### src/rtl/pipe_pkg.sv
// rtl/pipe_pkg.sv - shared pipeline types and constants for the fetch stage
package pipe_pkg;

  localparam int INSTR_W = 32;
  localparam logic [31:0] RESET_PC_DEFAULT = 32'h0000_0000;
  localparam logic [INSTR_W-1:0] NOP_INSTR = 32'h0;
  localparam logic [31:0] PC_STEP = 32'd4;

  typedef enum logic [1:0] {
    ST_IDLE,
    ST_FETCH,
    ST_DRAIN,
    ST_FULL
  } fetch_state_t;

  typedef enum logic [2:0] {
    OTHERS = 3'd0,
    BEQ    = 3'd1,
    BNE    = 3'd2,
    JR     = 3'd3,
    J      = 3'd4,
    JAL    = 3'd7
  } jump_branch_t;

endpackage

### src/rtl/fetch_skid_buf.sv
// rtl/fetch_skid_buf.sv - one-entry {valid, pc, instr} holding buffer for a stalled fetch response
module fetch_skid_buf
  import pipe_pkg::*;
(
  input  logic               clk,
  input  logic               rst,
  input  logic               load,
  input  logic               drain,
  input  logic               flush,
  input  logic [31:0]        load_pc,
  input  logic [INSTR_W-1:0] load_instr,
  output logic               buf_valid,
  output logic [31:0]        buf_pc,
  output logic [INSTR_W-1:0] buf_instr
);

  always_ff @(posedge clk or posedge rst) begin
    if (rst) begin
      buf_valid <= 1'b0;
      buf_pc    <= '0;
      buf_instr <= NOP_INSTR;
    end else if (flush || drain) begin
      buf_valid <= 1'b0;
    end else if (load) begin
      buf_valid <= 1'b1;
      buf_pc    <= load_pc;
      buf_instr <= load_instr;
    end
  end

endmodule

### src/rtl/fetch_unit.sv
// rtl/fetch_unit.sv - IF stage: PC, imem request/response, IF/ID register; FETCH_PERF_EN adds perf counters
module fetch_unit
  import pipe_pkg::*;
#(
  parameter logic [31:0] RESET_PC = RESET_PC_DEFAULT
) (
  input  logic               clk,
  input  logic               rst,
  input  logic               if_stall,
  input  logic               id_stall,
  input  logic               redirect_valid,
  input  logic [31:0]        redirect_pc,
  output logic               imem_req,
  output logic [31:0]        imem_addr,
  input  logic               imem_valid,
  input  logic [INSTR_W-1:0] imem_rdata,
  output logic               id_valid,
  output logic [31:0]        id_pc,
  output logic [31:0]        id_pc4,
  output logic [INSTR_W-1:0] id_instr
`ifdef FETCH_PERF_EN
  ,
  output logic [31:0]        perf_fetch_cnt,
  output logic [31:0]        perf_bubble_cnt
`endif
);

  fetch_state_t state_q, state_d;
  logic [31:0]  pc_q, pc_d;
  // Redirect target parked while DRAIN keeps presenting the wrong-path address in pc_q.
  logic [31:0]  tgt_q, tgt_d;

  logic wr_instr, wr_buf, wr_bubble;
  logic skid_load, skid_drain, skid_flush;
  logic               buf_valid;
  logic [31:0]        buf_pc;
  logic [INSTR_W-1:0] buf_instr;

  logic acc_redirect;
  assign acc_redirect = redirect_valid && !id_stall;

  assign imem_req  = (state_q == ST_FETCH) || (state_q == ST_DRAIN);
  assign imem_addr = pc_q;

  always_comb begin
    state_d    = state_q;
    pc_d       = pc_q;
    tgt_d      = tgt_q;
    wr_instr   = 1'b0;
    wr_buf     = 1'b0;
    wr_bubble  = 1'b0;
    skid_load  = 1'b0;
    skid_drain = 1'b0;
    skid_flush = 1'b0;
    case (state_q)
      ST_IDLE: begin
        state_d   = ST_FETCH;
        wr_bubble = !id_stall;
        if (acc_redirect) pc_d = redirect_pc;
      end
      ST_FETCH: begin
        if (acc_redirect) begin
          wr_bubble = 1'b1;
          if (imem_valid) begin
            pc_d = redirect_pc;
          end else begin
            tgt_d   = redirect_pc;
            state_d = ST_DRAIN;
          end
        end else if (imem_valid) begin
          if (!if_stall) begin
            wr_instr = 1'b1;
            pc_d     = pc_q + PC_STEP;
          end else begin
            skid_load = 1'b1;
            state_d   = ST_FULL;
          end
        end else begin
          wr_bubble = !id_stall;
        end
      end
      ST_DRAIN: begin
        wr_bubble = !id_stall;
        if (imem_valid) begin
          state_d = ST_FETCH;
          pc_d    = acc_redirect ? redirect_pc : tgt_q;
        end else if (acc_redirect) begin
          tgt_d = redirect_pc;
        end
      end
      ST_FULL: begin
        if (acc_redirect) begin
          skid_flush = 1'b1;
          wr_bubble  = 1'b1;
          pc_d       = redirect_pc;
          state_d    = ST_FETCH;
        end else if (!if_stall) begin
          wr_buf     = 1'b1;
          skid_drain = 1'b1;
          pc_d       = pc_q + PC_STEP;
          state_d    = ST_FETCH;
        end
      end
      default: state_d = ST_IDLE;
    endcase
  end

  always_ff @(posedge clk or posedge rst) begin
    if (rst) begin
      state_q <= ST_IDLE;
      pc_q    <= RESET_PC;
      tgt_q   <= RESET_PC;
    end else begin
      state_q <= state_d;
      pc_q    <= pc_d;
      tgt_q   <= tgt_d;
    end
  end

  fetch_skid_buf u_skid (
    .clk        (clk),
    .rst        (rst),
    .load       (skid_load),
    .drain      (skid_drain),
    .flush      (skid_flush),
    .load_pc    (pc_q),
    .load_instr (imem_rdata),
    .buf_valid  (buf_valid),
    .buf_pc     (buf_pc),
    .buf_instr  (buf_instr)
  );

  always_ff @(posedge clk or posedge rst) begin
    if (rst) begin
      id_valid <= 1'b0;
      id_pc    <= '0;
      id_pc4   <= '0;
      id_instr <= NOP_INSTR;
    end else if (wr_instr) begin
      id_valid <= 1'b1;
      id_pc    <= pc_q;
      id_pc4   <= pc_q + PC_STEP;
      id_instr <= imem_rdata;
    end else if (wr_buf) begin
      id_valid <= buf_valid;
      id_pc    <= buf_pc;
      id_pc4   <= buf_pc + PC_STEP;
      id_instr <= buf_instr;
    end else if (wr_bubble) begin
      id_valid <= 1'b0;
      id_pc    <= '0;
      id_pc4   <= '0;
      id_instr <= NOP_INSTR;
    end
  end

`ifdef FETCH_PERF_EN
  always_ff @(posedge clk or posedge rst) begin
    if (rst) begin
      perf_fetch_cnt  <= '0;
      perf_bubble_cnt <= '0;
    end else begin
      if (wr_instr || wr_buf) perf_fetch_cnt <= perf_fetch_cnt + 32'd1;
      if (wr_bubble) perf_bubble_cnt <= perf_bubble_cnt + 32'd1;
    end
  end
`endif

endmodule

### config.mk
export PLATFORM = sky130hd
export DESIGN_NAME = fetch_unit
export DESIGN_NICKNAME = d
export VERILOG_FILES = /design/src/rtl/pipe_pkg.sv /design/src/rtl/fetch_skid_buf.sv /design/src/rtl/fetch_unit.sv
export SDC_FILE = /design/constraint.sdc
export NUM_CORES = 1
export LEC_CHECK = 0
export ABC_AREA = 1
export CAP_MARGIN = 40
export CELL_PAD_IN_SITES_DETAIL_PLACEMENT = 0
export CELL_PAD_IN_SITES_GLOBAL_PLACEMENT = 1
export CORE_AREA = 2 2 172 174
export CTS_CLUSTER_DIAMETER = 80
export DETAILED_ROUTE_END_ITERATION = 6
export DIE_AREA = 0 0 174 176
export PLACE_DENSITY = 0.91
export SLEW_MARGIN = 40
export SYNTH_ARGS = -nofsm -noshare
export SYNTH_HDL_FRONTEND = slang
export SYNTH_SLANG_ARGS = --single-unit
### constraint.sdc
create_clock -name clk -period 21.7 [get_ports clk]
set_input_delay 3.255 -clock clk [delete_from_list [all_inputs] [get_ports clk]]
set_output_delay 3.255 -clock clk [all_outputs]
set_load 0.05 [all_outputs]
m1.png
Scale bar: 50 µm.
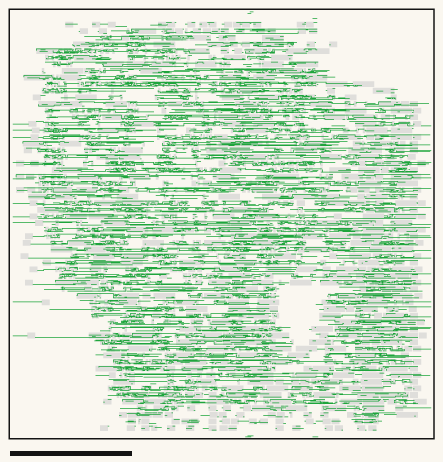
main direction	horizontal
longest straight run	54.7 µm
share of all routed wire	46%
Routed WL: 36900 µm
met1 GRT Util: 34.7%
via count: 11406

m2.png
Scale bar: 50 µm.
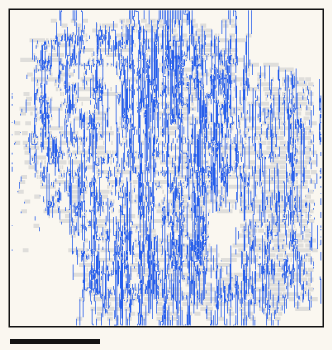
longest straight run	62.2 µm
nets with wire on the layer	1425
main direction	vertical

m3.png
Scale bar: 50 µm.
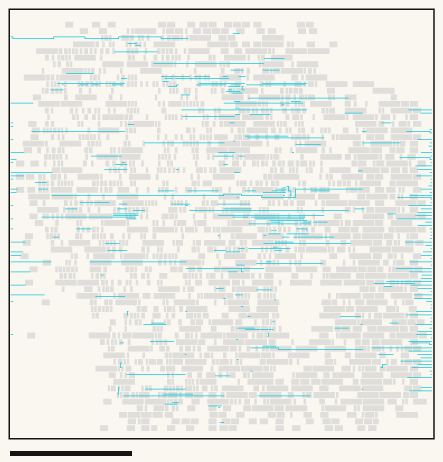
longest straight run	70.6 µm
share of all routed wire	6.4%
wire length on this layer	2370 µm

m4.png
Scale bar: 50 µm.
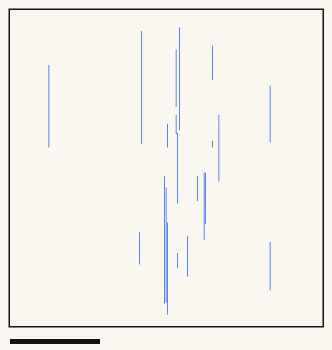
longest straight run	70.7 µm
wire length on this layer	690 µm
share of all routed wire	1.9%
main direction	vertical

congestion_map.png
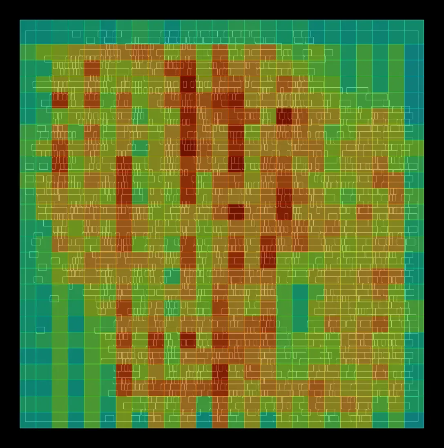
GR peak layer: met2
routed length per instance: 17.1 µm
met3 usage: 3.75%

==> flow_summary.ini <==
; physical design summary
[grt]
grt_pass1_vias = 10583
antenna_found_initial = 0
grt_pass1_wl_um = 58800
grt_max_degree = 114

[floorplanning]
die_w_um = 174
dieArea_um2 = 30600
die-height_um = 176

[yosys]
top_area_cell = dfrtp_1
syn_area_per_cell_um2 = 7.67
async_flop_share_pct = 100
yosys.area.top_type_share_pct = 46.1
synth_flops = 226
synthTopCellsByArea = dfrtp_1, nand2_1, o21ai_0
ys_types = 37
yosys_warnings = 0
synth-edff-count = 0

[worst_setup_path]
reg2reg_from = state_q[1]
worstSetupPathType = input pin to flop
crit_cells = 12
required_ps = 22070
reg2reg_slack_ps = 18540
cp_top_family = buffers and inverters
worst_setup_path_start_kind = input pin
path_buffers = 6
end_kind = flop
critical_path_arrival_ps = 6600
reg2reg_to = id_pc[21]
crit_slowest_cell = buf_4

[cells_and_area]
design_area_um2 = 15300
ff_count = 226
drive_gt1_share_pct = 7.18
comb_area_um2 = 5610
signal_buffers = 208
clk_share_pct = 5.85
diodes = 0
num-fill-cells = 2711

[routing]
wl_met3_um = 2370
detail_route.vias_per_cell = 5.30

[sta]
holdWs_ps = 468

[placed_design]
post-place-ws_ps = 14960
portBuffers = 199
gp_congestion = 0.904
place_area_um2 = 14400

[clock_tree]
post-cts-setup-buffers = 0
ctsHoldBuffers = 0
cts-resized-gates = 0
cts_tree = done
cts.clk_slew.worst_paths_ps = 60

[status]
status = completed

[power]
power.leakage_nw = 7.10
==> kinds of logic (layout without fill, tap and decap cells) <==
group / after synthesis / after routing / synth area share [%]
compound gates: 287 / 287 / 13.9
xor+xnor: 18 / 18 / 1.41
fa+ha+maj: 7 / 7 / 0.714
buf+inv: 229 / 399 / 8.40
flops: 226 / 226 / 46.1
mux: 32 / 32 / 2.94
simple gates: 800 / 800 / 26.5
==> layer usage <==
| layer | up-vias | global-route usage [%] |
|---|---|---|
| met1 | 5411 | 34.7 |
| li1 | 5507 | - |
| met3 | 46 | 3.75 |
| met5 | - | 0 |
| met2 | 442 | 37.5 |
| met4 | 0 | 5.08 |
==> where the power goes <==
group | switching, mW | internal, mW
registers | 0.176 | 0.613
logic | 0.863 | 0.399
clock network | 0.181 | 0.278
total | 1.22 | 1.29
==> metrics by stage <==
stage / cells / total power [mW]
6_report: 2153 / 2.51
3_5_place_dp: 2108 / 2.05
5_1_grt: 2153 / 2.67
4_1_cts: 2153 / 2.51
2_1_floorplan: 1599 / 1.64
3_3_place_gp: 2107 / 2.02
==> worst min path at each step <==
stage	start	slack, ps	to
finish	id_instr[7]	470	id_instr[7]
global route	id_instr[18]	490	id_instr[18]
CTS	id_pc[14]	470	id_pc[14]
detailed placement	id_pc[14]	460	id_pc[14]
global placement	id_instr[28]	450	id_instr[28]
floorplan	u_skid.buf_pc[0]	450	u_skid.buf_pc[0]
==> sequential cells by signal, indices dropped and copies added (netlist names) <==
register	flops
imem_addr	32
id_pc	32
u_skid.buf_instr	32
state_q	2
id_valid	1
id_pc4	30
u_skid.buf_valid	1
id_instr	32
tgt_q	32
u_skid.buf_pc	32
Power is estimated from default activity; no workload was simulated.
